[src/rtl/uart_byte_link_pkg.sv]
// Shared constants and FSM state types for the 8N1 byte link.
package uart_byte_link_pkg;

  localparam int DEFAULT_CLKS_PER_BIT = 434;
  localparam int TX_GAP_CYCLES        = 2;

  typedef enum logic [2:0] {
    TX_IDLE,
    TX_START,
    TX_DATA,
    TX_STOP,
    TX_DONE,
    TX_GAP
  } tx_state_e;

  typedef enum logic [1:0] {
    RX_IDLE,
    RX_START,
    RX_DATA,
    RX_STOP
  } rx_state_e;

endpackage

[src/rtl/uart_bit_timer.sv]
// Baud timer: counts up from 0 and ticks on the last cycle of a full bit,
// or of a half bit while half=1. start holds the count at 0.
module uart_bit_timer #(
  parameter int CLKS_PER_BIT = 434
) (
  input  logic clk,
  input  logic rst_n,
  input  logic start,
  input  logic half,
  output logic tick
);

  localparam int CW = $clog2(CLKS_PER_BIT);
  localparam logic [CW-1:0] FULL_LAST = CW'(CLKS_PER_BIT - 1);
  localparam logic [CW-1:0] HALF_LAST = CW'(CLKS_PER_BIT / 2 - 1);

  logic [CW-1:0] cnt_q, cnt_d;

  always_comb begin
    tick  = (cnt_q == (half ? HALF_LAST : FULL_LAST));
    cnt_d = cnt_q + CW'(1);
    if (start || tick) cnt_d = '0;
  end

  always_ff @(posedge clk or negedge rst_n) begin
    if (!rst_n) cnt_q <= '0;
    else        cnt_q <= cnt_d;
  end

endmodule

[src/rtl/uart_byte_link.sv]
// 8N1 UART transceiver between the disk device controller and the serial pins.
//
// state    | meaning
// TX_IDLE  | waiting for dev_enable & dev_we
// TX_START | driving start bit (0)
// TX_DATA  | driving 8 data bits, LSB first
// TX_STOP  | driving stop bit (1)
// TX_DONE  | one cycle, dev_write_done=1
// TX_GAP   | two cycles; a held request relaunches at the end of the gap
// RX_IDLE  | waiting for a low on the synchronised line
// RX_START | half-bit wait, then confirm start bit (else glitch)
// RX_DATA  | sampling 8 data bits at bit centres
// RX_STOP  | sampling stop bit; store byte or flag framing error
module uart_byte_link
  import uart_byte_link_pkg::*;
#(
  parameter int CLKS_PER_BIT = DEFAULT_CLKS_PER_BIT
) (
  input  logic       clk,
  input  logic       rst_n,
  input  logic       dev_enable,
  input  logic       dev_we,
  input  logic [7:0] dev_data_out,
  output logic [7:0] dev_data_in,
  output logic       dev_read_done,
  output logic       dev_write_done,
  input  logic       uart_rx,
  output logic       uart_tx,
  output logic       rx_overrun,
  output logic       rx_frame_err
);

  tx_state_e  tx_state_q, tx_state_d;
  logic [7:0] tx_shift_q, tx_shift_d;
  logic [2:0] tx_bit_q, tx_bit_d;
  logic [1:0] tx_gap_q, tx_gap_d;
  logic       uart_tx_q, uart_tx_d;
  logic       tx_tick, tx_req;

  rx_state_e  rx_state_q, rx_state_d;
  logic [7:0] rx_shift_q, rx_shift_d;
  logic [2:0] rx_bit_q, rx_bit_d;
  logic       rx_meta_q, rx_sync_q;
  logic       rx_tick, rx_byte_ok;

  logic [7:0] hold_q, hold_d;
  logic [7:0] data_in_q, data_in_d;
  logic       pending_q, pending_d;
  logic       read_done_q, read_done_d;
  logic       overrun_q, overrun_d;
  logic       frame_err_q, frame_err_d;
  logic       deliver;

  uart_bit_timer #(.CLKS_PER_BIT(CLKS_PER_BIT)) u_tx_timer (
    .clk   (clk),
    .rst_n (rst_n),
    .start (!(tx_state_q inside {TX_START, TX_DATA, TX_STOP})),
    .half  (1'b0),
    .tick  (tx_tick)
  );

  uart_bit_timer #(.CLKS_PER_BIT(CLKS_PER_BIT)) u_rx_timer (
    .clk   (clk),
    .rst_n (rst_n),
    .start (rx_state_q == RX_IDLE),
    .half  (rx_state_q == RX_START),
    .tick  (rx_tick)
  );

  assign tx_req = dev_enable && dev_we;

  always_comb begin
    tx_state_d = tx_state_q;
    tx_shift_d = tx_shift_q;
    tx_bit_d   = tx_bit_q;
    tx_gap_d   = tx_gap_q;
    uart_tx_d  = uart_tx_q;
    case (tx_state_q)
      TX_IDLE: begin
        if (tx_req) begin
          tx_shift_d = dev_data_out;
          uart_tx_d  = 1'b0;
          tx_state_d = TX_START;
        end
      end
      TX_START: begin
        if (tx_tick) begin
          uart_tx_d  = tx_shift_q[0];
          tx_state_d = TX_DATA;
        end
      end
      TX_DATA: begin
        if (tx_tick) begin
          tx_shift_d = {1'b0, tx_shift_q[7:1]};
          tx_bit_d   = tx_bit_q + 3'd1;
          uart_tx_d  = tx_shift_q[1];
          if (tx_bit_q == 3'd7) begin
            uart_tx_d  = 1'b1;
            tx_state_d = TX_STOP;
          end
        end
      end
      TX_STOP: begin
        if (tx_tick) tx_state_d = TX_DONE;
      end
      TX_DONE: begin
        tx_gap_d   = '0;
        tx_state_d = TX_GAP;
      end
      TX_GAP: begin
        tx_gap_d = tx_gap_q + 2'd1;
        // Request is only looked at once the gap has fully elapsed.
        if (tx_gap_q == 2'(TX_GAP_CYCLES - 1)) begin
          if (tx_req) begin
            tx_shift_d = dev_data_out;
            uart_tx_d  = 1'b0;
            tx_state_d = TX_START;
          end else begin
            tx_state_d = TX_IDLE;
          end
        end
      end
      default: tx_state_d = TX_IDLE;
    endcase
  end

  always_comb begin
    rx_state_d  = rx_state_q;
    rx_shift_d  = rx_shift_q;
    rx_bit_d    = rx_bit_q;
    rx_byte_ok  = 1'b0;
    frame_err_d = 1'b0;
    case (rx_state_q)
      RX_IDLE: begin
        if (!rx_sync_q) rx_state_d = RX_START;
      end
      RX_START: begin
        if (rx_tick) rx_state_d = rx_sync_q ? RX_IDLE : RX_DATA;
      end
      RX_DATA: begin
        if (rx_tick) begin
          rx_shift_d = {rx_sync_q, rx_shift_q[7:1]};
          rx_bit_d   = rx_bit_q + 3'd1;
          if (rx_bit_q == 3'd7) rx_state_d = RX_STOP;
        end
      end
      RX_STOP: begin
        if (rx_tick) begin
          rx_state_d = RX_IDLE;
          if (rx_sync_q) rx_byte_ok  = 1'b1;
          else           frame_err_d = 1'b1;
        end
      end
      default: rx_state_d = RX_IDLE;
    endcase
  end

  // A delivery and a new byte in the same cycle: old byte goes out, new one stays pending.
  always_comb begin
    deliver     = pending_q && dev_enable && !dev_we;
    data_in_d   = data_in_q;
    hold_d      = hold_q;
    pending_d   = pending_q;
    overrun_d   = overrun_q;
    read_done_d = deliver;
    if (deliver) begin
      data_in_d = hold_q;
      pending_d = 1'b0;
    end
    if (rx_byte_ok) begin
      hold_d    = rx_shift_q;
      pending_d = 1'b1;
      if (pending_q && !deliver) overrun_d = 1'b1;
    end
  end

  always_ff @(posedge clk or negedge rst_n) begin
    if (!rst_n) begin
      tx_state_q  <= TX_IDLE;
      tx_shift_q  <= '0;
      tx_bit_q    <= '0;
      tx_gap_q    <= '0;
      uart_tx_q   <= 1'b1;
      rx_state_q  <= RX_IDLE;
      rx_shift_q  <= '0;
      rx_bit_q    <= '0;
      rx_meta_q   <= 1'b1;
      rx_sync_q   <= 1'b1;
      hold_q      <= '0;
      data_in_q   <= '0;
      pending_q   <= 1'b0;
      read_done_q <= 1'b0;
      overrun_q   <= 1'b0;
      frame_err_q <= 1'b0;
    end else begin
      tx_state_q  <= tx_state_d;
      tx_shift_q  <= tx_shift_d;
      tx_bit_q    <= tx_bit_d;
      tx_gap_q    <= tx_gap_d;
      uart_tx_q   <= uart_tx_d;
      rx_state_q  <= rx_state_d;
      rx_shift_q  <= rx_shift_d;
      rx_bit_q    <= rx_bit_d;
      rx_meta_q   <= uart_rx;
      rx_sync_q   <= rx_meta_q;
      hold_q      <= hold_d;
      data_in_q   <= data_in_d;
      pending_q   <= pending_d;
      read_done_q <= read_done_d;
      overrun_q   <= overrun_d;
      frame_err_q <= frame_err_d;
    end
  end

  assign uart_tx        = uart_tx_q;
  assign dev_write_done = (tx_state_q == TX_DONE);
  assign dev_data_in    = data_in_q;
  assign dev_read_done  = read_done_q;
  assign rx_overrun     = overrun_q;
  assign rx_frame_err   = frame_err_q;

endmodule

[config.mk]
export PLATFORM = sky130hd
export DESIGN_NAME = uart_byte_link
export DESIGN_NICKNAME = d
export VERILOG_FILES = /design/src/rtl/uart_byte_link_pkg.sv /design/src/rtl/uart_bit_timer.sv /design/src/rtl/uart_byte_link.sv
export SDC_FILE = /design/constraint.sdc
export NUM_CORES = 1
export LEC_CHECK = 0
export ABC_AREA = 1
export CAP_MARGIN = 20
export CORE_MARGIN = 2
export CORE_UTILIZATION = 50
export CTS_CLUSTER_DIAMETER = 80
export DETAILED_ROUTE_END_ITERATION = 16
export HOLD_SLACK_MARGIN = 0.15
export PLACE_DENSITY = 0.7
export SETUP_SLACK_MARGIN = 0.15
export SYNTH_ARGS = -nofsm -noshare
export SYNTH_HDL_FRONTEND = slang
export SYNTH_SLANG_ARGS = --single-unit
[constraint.sdc]
create_clock -name clk -period 2.06 [get_ports clk]
set_input_delay 0.515 -clock clk [delete_from_list [all_inputs] [get_ports clk]]
set_output_delay 0.515 -clock clk [all_outputs]
set_load 0.01 [all_outputs]
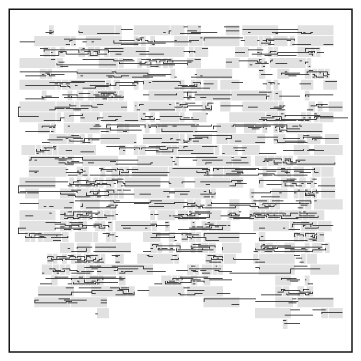
**Above:** run 1 (the metal 1 layer).
(4 px per um)
- nets with wire on the layer: 396
- longest straight run: 19.8 um
- main direction: horizontal

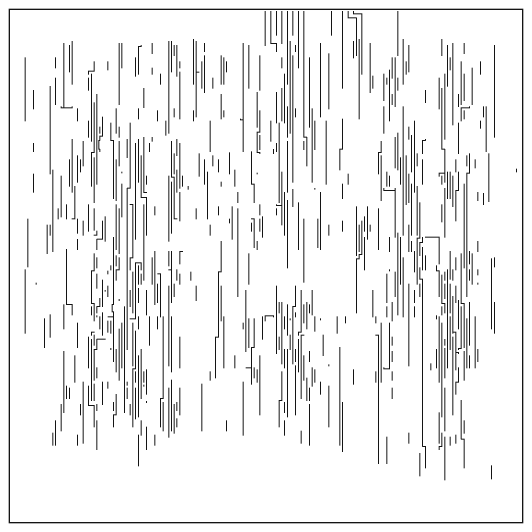
**Above:** run 1 (met2 routing).
(6 px per um)
- share of all routed wire: 47%
- nets with wire on the layer: 350
- wire length on this layer: 2770 um
- longest straight run: 27.9 um

==> out/results.tsv, run 1 <==
stage	metric	value	unit
worst_hold_path	hold_depth	0	
detailed_routing	num_vias	2492	
finish	final_common_cell	nand2_1	
power_and_ir_drop	leakage	1.892	nW
worst_hold_path	holdCritPathClass	reg -> reg	
grt	grt_pass1_wl	10800	um
synth	ys_cells	373	
place	pre_cts_ws	228.2	ps
final_timing	tns	0	ps
place	hpwlAfterDp	4168	um
synth	topCombFamilyByArea	simple AND/OR/NAND/NOR gates	
clock_tree	h-tree-depth	3	
finish	flop_area	1755	um^2
outcome	outcome	completed	
worst_hold_path	min_from	rx_meta_q	
final_timing	fmax	0.5549	GHz
detailed_routing	routed_wl	5899	um
clock_tree	clock_latency	350	ps
critical_path	worstSetupEndpointType	output port	
final_timing	rsz0062_at_grt	no	
critical_path	path_max_fanout	2	
detailed_routing	drt_iter0_drc	133	
synth	ys.warnings.count	0	
synth	xor_area_frac	0.007949	
finish	final_cell_mix	109 x nand2_1, 67 x dfrtp_1, 40 x inv_1	
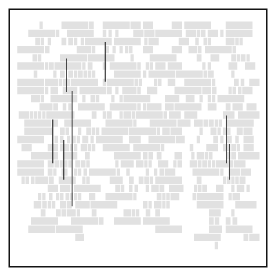
**Above:** run 1 (met4 routing).
(3 px per um)
- nets with wire on the layer: 6
- longest straight run: 38.1 um
- share of all routed wire: 2.0%

-- run 1: flip-flops by register name, summed over array words and instances, names as in the netlist, named ones only --
| name | count |
|---|---|
| rx_state_q | 1 |
| u_tx_timer.cnt_q | 9 |
| rx_meta_q | 1 |
| rx_sync_q | 1 |
| rx_bit_q | 3 |
| rx_shift_q | 8 |
| uart_tx | 1 |
| dev_read_done | 1 |
| rx_frame_err | 1 |
| tx_shift_q | 8 |
| pending_q | 1 |
| dev_data_in | 8 |
| tx_state_q | 3 |
| tx_bit_q | 3 |
| u_rx_timer.cnt_q | 9 |
| rx_overrun | 1 |
| hold_q | 8 |
| tx_gap_q | 2 |
-- run 1: repair_timing --
item | in CTS | in global routing
gates resized | 2 | 1
setup endpoints to repair | 2 | 1
buffers inserted | 1 | 0
hold buffers | 1 | 0
endpoints found under the hold margin | 13 | 0
-- run 1: worst max-delay path by stage --
stage / cells past startpoint / slack, ps / from / to
2_1_floorplan: 11 / 610 / u_tx_timer.cnt_q[1] / tx_shift_q[5]
3_3_place_gp: 8 / 230 / dev_we / tx_state_q[0]
3_5_place_dp: 8 / 230 / dev_we / tx_state_q[0]
4_1_cts: 4 / 220 / tx_state_q[0] / dev_write_done
5_1_grt: 4 / 160 / tx_state_q[0] / dev_write_done
6_report: 4 / 260 / tx_state_q[0] / dev_write_done
-- run 1: metal layers --
| layer | vias up | GRT usage |
|---|---|---|
| met1 | 1173 | 0.2363 |
| met2 | 39 | 0.3054 |
| met5 | - | 0 |
| li1 | 1264 | - |
| met3 | 16 | 0.04961 |
| met4 | 0 | 0.06349 |
-- run 1: final cells by class --
type                       count  share of cell area
sequential                    70              0.4538
multi-input combinational    249              0.3399
timing repair buffer          34             0.08765
inverter                      46             0.04592
clock buffer                   9             0.03202
tap                           77             0.02490
clock inverter                 7             0.01585
-- run 1: report_power, final --
| group | internal, W | switching, W | total, W |
|---|---|---|---|
| logic | 0.000400 | 0.000613 | 0.00101 |
| clock network | 0.000461 | 0.000568 | 0.00103 |
| registers | 0.00153 | 0.0000795 | 0.00161 |
-- run 1: kinds of logic (layout without fill, tap and decap cells) --
family | Yosys count | after routing
AND-OR/OR-AND | 50 | 50
XOR/XNOR | 3 | 3
adder cells (fa/ha/maj) | 8 | 8
buffers and inverters | 54 | 96
flip-flops | 70 | 70
multiplexers | 2 | 2
AND/OR/NAND/NOR | 186 | 186
-- run 1: Yosys cell counts (3+ instances only) --
master / instances / area (um^2)
nor3_1: 11 / 55.05
inv_2: 4 / 15.01
dfrtp_1: 67 / 1677
nand3_1: 15 / 75.07
a21oi_1: 8 / 40.04
nand4_1: 3 / 18.77
o21ai_1: 8 / 40.04
ha_1: 8 / 100.1
o21ai_2: 7 / 61.31
nor2_2: 3 / 18.77
o21ai_0: 23 / 115.1
nor2_4: 4 / 45.04
dfstp_2: 3 / 78.83
nor3_2: 3 / 30.03
buf_2: 4 / 20.02
inv_1: 40 / 150.1
nand2_1: 109 / 409.1
nor3b_1: 5 / 37.54
nor2_1: 22 / 82.58
==> run 1 -> run 2 <==
--- a/config.mk
+++ b/config.mk
@@ -6,7 +6,7 @@
 export NUM_CORES = 1
 export LEC_CHECK = 0
 export ABC_AREA = 1
-export CAP_MARGIN = 20
+export CAP_MARGIN = 10
 export CORE_MARGIN = 2
 export CORE_UTILIZATION = 50
 export CTS_CLUSTER_DIAMETER = 80
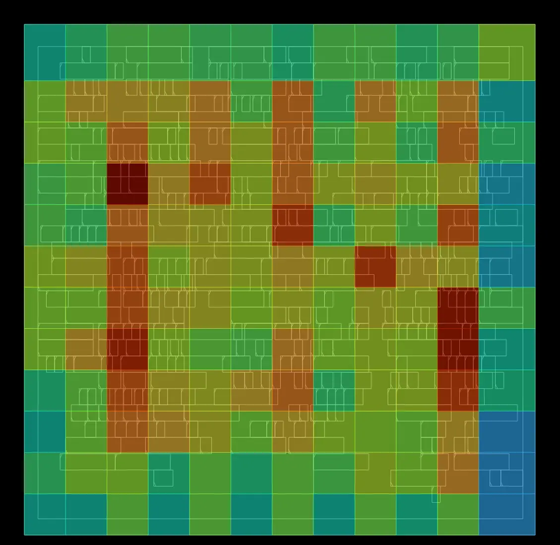
**Above:** run 2 (routing congestion map).
Tot GR Track Use: 0.1850
GR peak layer: met2

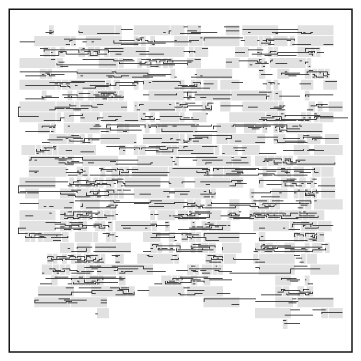
**Above:** run 2 (the metal 1 layer).
(4 px per um)
- longest straight run: 19.8 um
- nets with wire on the layer: 396
- wire length on this layer: 2810 um
- share of all routed wire: 48%
- main direction: horizontal

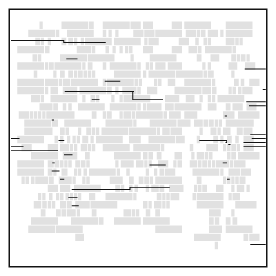
**Above:** run 2 (met3 routing).
(3 px per um)
- share of all routed wire: 3.6%
- nets with wire on the layer: 23

==> run 2 against run 1 <==
Flip-flop count did not move. Register-to-register slack barely moved. First-iteration DRC count did not move. Critical endpoint unchanged. Core utilization did not move. Cell area did not move. Critical path depth did not move. Die size did not move. Largest power group unchanged. Power did not move. Sequential share of layout area did not move. Global-route usage did not move. Final cell count did not move. Wire length did not move.
==> out/results.tsv, run 2 <==
stage	metric	value	unit	change
clock_tree	clock_latency	350	ps	about the same
final_timing	max_slew_margin	0.7061		
grt	grtUsageMet3	0.04961		unchanged
clock_tree	h-tree-depth	3		unchanged
critical_path	worstSetupEndpointType	output port		
worst_hold_path	holdCritPathClass	reg -> reg		
finish	final_common_cell	nand2_1		
detailed_routing	num_vias	2492		unchanged
clock_tree	clkTransAtPathRegs	80	ps	
place	hpwlAfterDp	4168	um	unchanged
grt	gr-usage-met2	0.3054		unchanged
grt	grt_pass1_wl	10800	um	unchanged
floorplanning	core-area	6386	um^2	
critical_path	path_max_fanout	2		unchanged
synth	synth_chip_area	3306	um^2	
place	pre_cts_ws	228.2	ps	unchanged
synth	syn_nets	394		
synth	topCellsByArea	dfrtp_1 51%, nand2_1 12%, inv_1 4.5%		
grt	grt.met1_usage	0.2363		unchanged
synth	ys_seq_elements	70		
grt	grt_max_degree	57		
synth	synth.top_cell.area_share	0.5072		unchanged
final_timing	fmax	0.5549	GHz	unchanged
critical_path	max_stage_delay	390	ps	
critical_path	critical_path_class	reg -> out		
synth	top_cells_by_count	109 x nand2_1, 67 x dfrtp_1, 40 x inv_1, 23 x o21ai_0, 22 x nor2_1		
power_and_ir_drop	leakage	1.892	nW	unchanged
job	max_cap_violations	0		
synth	top_area_cell	dfrtp_1		
final_timing	tns	0	ps	unchanged
synth	synth_cell_types	37		
detailed_routing	routed_wl	5899	um	unchanged
synth	avgSynthCellArea	8.862	um^2	
detailed_routing	drt_iter0_drc	133		unchanged
final_timing	rsz0062_at_grt	no		
finish	reg_top3	u_rx_timer.cnt_q x9, u_tx_timer.cnt_q x9		
synth	ys_cells	373		unchanged
synth	ys.warnings.count	0		unchanged
detailed_routing	drc	0		
grt	overflow	0		
finish	final_cell_mix	109 x nand2_1, 67 x dfrtp_1, 40 x inv_1		
outcome	outcome	completed		
synth	top_cell	nand2_1		
==> run 2: cell counts in the layout (fill, tap and decap cells not counted) <==
No cell type changed its count.
==> run 2: timing repair <==
action | in CTS | in global routing
hold buffers | 1 | 0
buffers inserted | 1 | 0
gates resized | 2 | 1
endpoints found under the hold margin | 13 | 0
endpoints found under the setup margin | 2 | 1
==> run 2: metal layers <==
metal,up-vias,wire [um]
li1,1264,-
met1,1173,2806
met2,39,2766
met3,16,209
met4,0,116
met5,-,0
==> run 2: worst paths after layout <==
check	from	end	slack, ps	cells past startpoint
min in group asynchronous	rst_n	tx_gap_q[0]	610	2
setup / recovery	tx_state_q[0]	dev_write_done	260	4
max in group asynchronous	rst_n	rx_meta_q	790	3
hold reg to reg	rx_meta_q	rx_sync_q	360	0
hold / removal	rx_meta_q	rx_sync_q	360	0
setup reg to reg	tx_state_q[0]	tx_shift_q[1]	480	10
==> run 2: kinds of logic after synthesis <==
family	share of synthesized area
adders and majority gates	0.03028
AOI/OAI and AO/OA	0.08782
xor gates and xnor gates	0.007950
muxes	0.006813
DFF	0.5310
buffers and inverters	0.07115
and+or+nand+nor	0.2649
==> run 2: final cells by class <==
cell class / instances / area [um^2]
clock buffers: 9 / 123.9
clock inverters: 7 / 61.31
fillers: 555 / 2517
inverters: 46 / 177.7
multi-input cells: 249 / 1315
flip-flops and latches: 70 / 1755
well taps: 77 / 96.34
repair buffers: 34 / 339.1
==> run 2: worst max-delay path: cells and delay by family, from the launching register on <==
kind,cells,cell delay [ps]
and+or+nand+nor,2,210
buffers and inverters,2,340
DFF,1,390
==> run 2: power by group <==
part / internal (W) / leakage, nW / total (W) / switching, W
Combinational: 0.000400 / 0.871 / 0.00101 / 0.000613
Clock: 0.000461 / 0.0892 / 0.00103 / 0.000568
Sequential: 0.00153 / 0.932 / 0.00161 / 0.0000795
Total: 0.00240 / 1.89 / 0.00366 / 0.00126
==> run 2: metrics by stage <==
stage               utilization  cell area (um^2)  total power, W
finish                   0.6058              3869        0.003657
global route             0.6058              3869        0.003937
CTS                      0.6056              3867        0.003700
detailed placement       0.5743              3667        0.002661
global placement         0.5743              3667        0.002633
floorplan                     -              3306        0.002387
==> run 2 -> run 3 <==
--- a/config.mk
+++ b/config.mk
@@ -16,4 +16,5 @@
 export SETUP_SLACK_MARGIN = 0.15
 export SYNTH_ARGS = -nofsm -noshare
 export SYNTH_HDL_FRONTEND = slang
+export SYNTH_HIERARCHICAL = 1
 export SYNTH_SLANG_ARGS = --single-unit
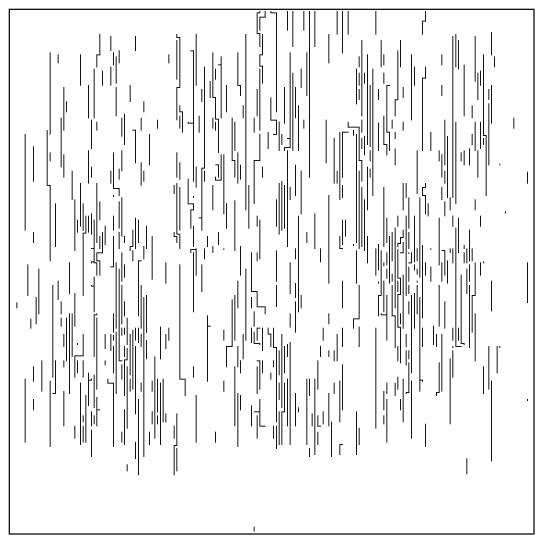
**Above:** run 3 (met2 routing).
(6 px per um)
- wire length on this layer: 2920 um
- share of all routed wire: 48%
- longest straight run: 29.2 um
- nets with wire on the layer: 364

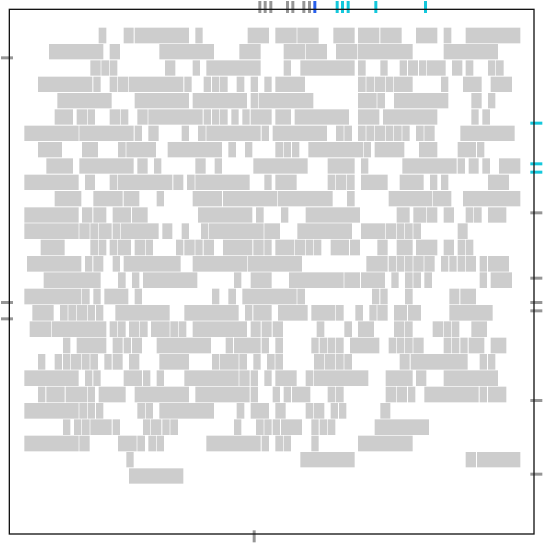
**Above:** run 3 (pin placement).
(6 px per um) Pins as bars across the die edge, other pins in grey.
- cyan: `dev_data_out` (pins 8; direction input; edge 5 top, 3 right)
- blue: `dev_read_done` (pins 1; direction output; edge top)
- all pins by edge: 13 top, 9 right, 3 left, 1 bottom

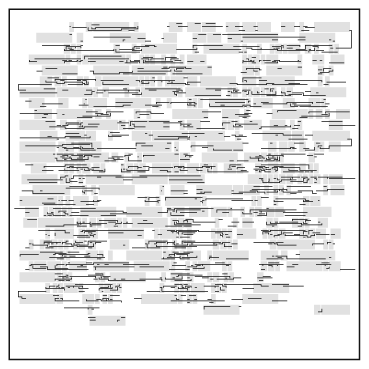
**Above:** run 3 (the metal 1 layer).
(4 px per um)
- share of all routed wire: 46%
- nets with wire on the layer: 433
- wire length on this layer: 2760 um
- main direction: horizontal
- longest straight run: 15.6 um

==> run 3 against run 2 <==
Via count increased by 5.9%. Sequential power barely moved. Maximum frequency is 1.3% higher. Non-clock buffer count fell by 1. Wire length grew 2.9%. Flip-flop count is the same. Largest cell class unchanged.
==> out/results.tsv, run 3 <==
stage	metric	value	unit	change
synth	top_cells_by_count	110 x nand2_1, 67 x dfrtp_1, 50 x inv_1, 49 x nor2_1, 32 x nand3_1		
critical_path	critical_path_class	reg -> out		
synth	aoi_share	0.06688		-0.02093
power_and_ir_drop	leakage	2.033	nW	+7.4%
grt	grt_pass1_wl	10070	um	-6.8%
synth	top_cell	nand2_1		
synth	adder_share	0.02531		-0.004973
synth	synth.top_cell.area_share	0.4845		-0.02274
synth	topCellsByArea	dfrtp_1 48%, nand2_1 12%, inv_1 5.4%		
synth	synth_chip_area	3461	um^2	+4.7%
grt	grt_max_degree	71		+25%
synth	synth_simple_gate_area_share	0.2827		+0.01777
place	pre_cts_ws	168.9	ps	-59.38 ps
place	hpwlAfterDp	4187	um	+0.44%
critical_path	max_stage_delay	580	ps	+190 ps
worst_hold_path	holdCritPathClass	in -> async		
final_timing	tns	0	ps	unchanged
finish	final_common_cell	nand2_1		
synth	avgSynthCellArea	8.462	um^2	-4.5%
finish	nFillCells	613		+10%
finish	reg_top3	u_rx_timer/cnt_q x9, u_tx_timer/cnt_q x9		
final_timing	rsz0062_at_grt	no		
synth	ys_cells	409		+9.7%
clock_tree	cts_hold_buf	0		-1
power_and_ir_drop	p_total	0.003872	W	+5.9%
critical_path	critPathBufInv	1		-1
job	max_cap_violations	0		unchanged
detailed_routing	drt_iter0_drc	83		-38%
finish	utilization	0.5904		-0.01543
outcome	outcome	completed		
## run 3: netlist changes by cell type after synthesis, sizes merged, moves of 4 or more
cell / change
nand2: +4
nand3: +18
nor3: -8
a21oi: -7
inv: +10
nor3b: -5
xor2: +5
nor2: +24
## run 3: cell type report
| type | count | area [um^2] | share of cell area |
|---|---|---|---|
| well taps | 80 | 100.1 | 0.02509 |
| clock inverters | 5 | 33.78 | 0.008469 |
| clock buffers | 11 | 141.4 | 0.03545 |
| multi-input cells | 276 | 1434 | 0.3595 |
| repair buffers | 33 | 315.3 | 0.07905 |
| flip-flops and latches | 70 | 1758 | 0.4407 |
| inverters | 55 | 206.4 | 0.05176 |
## run 3: timing repair
| action | 4_1_cts | 5_1_grt |
|---|---|---|
| gates resized | 3 | 6 |
| pin swaps | 0 | 0 |
| setup endpoints to repair | 2 | 17 |
| setup buffers | 0 | 1 |
## run 3: worst paths after layout
path	startpoint	to	slack, ps	depth (start not counted)
max	dev_data_in[2]	dev_data_in[2]	280	1
min	rst_n	tx_state_q[1]	170	2
max reg2reg	rx_state_q[0]	hold_q[2]	320	12
min reg2reg	rx_meta_q	rx_sync_q	360	0
max in group asynchronous	rst_n	uart_tx	1530	2
min in group clk	rx_meta_q	rx_sync_q	360	0
## run 3: where the power goes
part	total, W	switching (W)	internal, W
clock network	0.000963	0.000494	0.000469
logic	0.00128	0.000821	0.000458
registers	0.00163	0.0000932	0.00154
total	0.00387	0.00141	0.00246
## run 3: layer usage
layer | vias to the layer above | part of all wire | track usage
met5 | - | 0 | 0
met4 | 0 | 0.016 | 0.06434
met3 | 8 | 0.047 | 0.05877
met2 | 49 | 0.48 | 0.2679
met1 | 1237 | 0.46 | 0.2135
li1 | 1344 | - | -
## run 3: logic make-up after synthesis
group,after synthesis
AOI/OAI and AO/OA,40
xor gates and xnor gates,11
adders and majority gates,7
buffers and inverters,64
DFF,70
muxes,2
other,1
and+or+nand+nor,214
## run 3: through the flow
step | area, um^2 | hold WS, ps | instances
floorplan | 3465 | 219.4 | 410
global placement | 3796 | 349.1 | 513
detailed placement | 3796 | 349.4 | 513
CTS | 3970 | 196.4 | 529
global route | 3989 | 212.0 | 530
finish | 3989 | 165.6 | 530
No activity file was given, so power comes from the tool's default toggle rates.
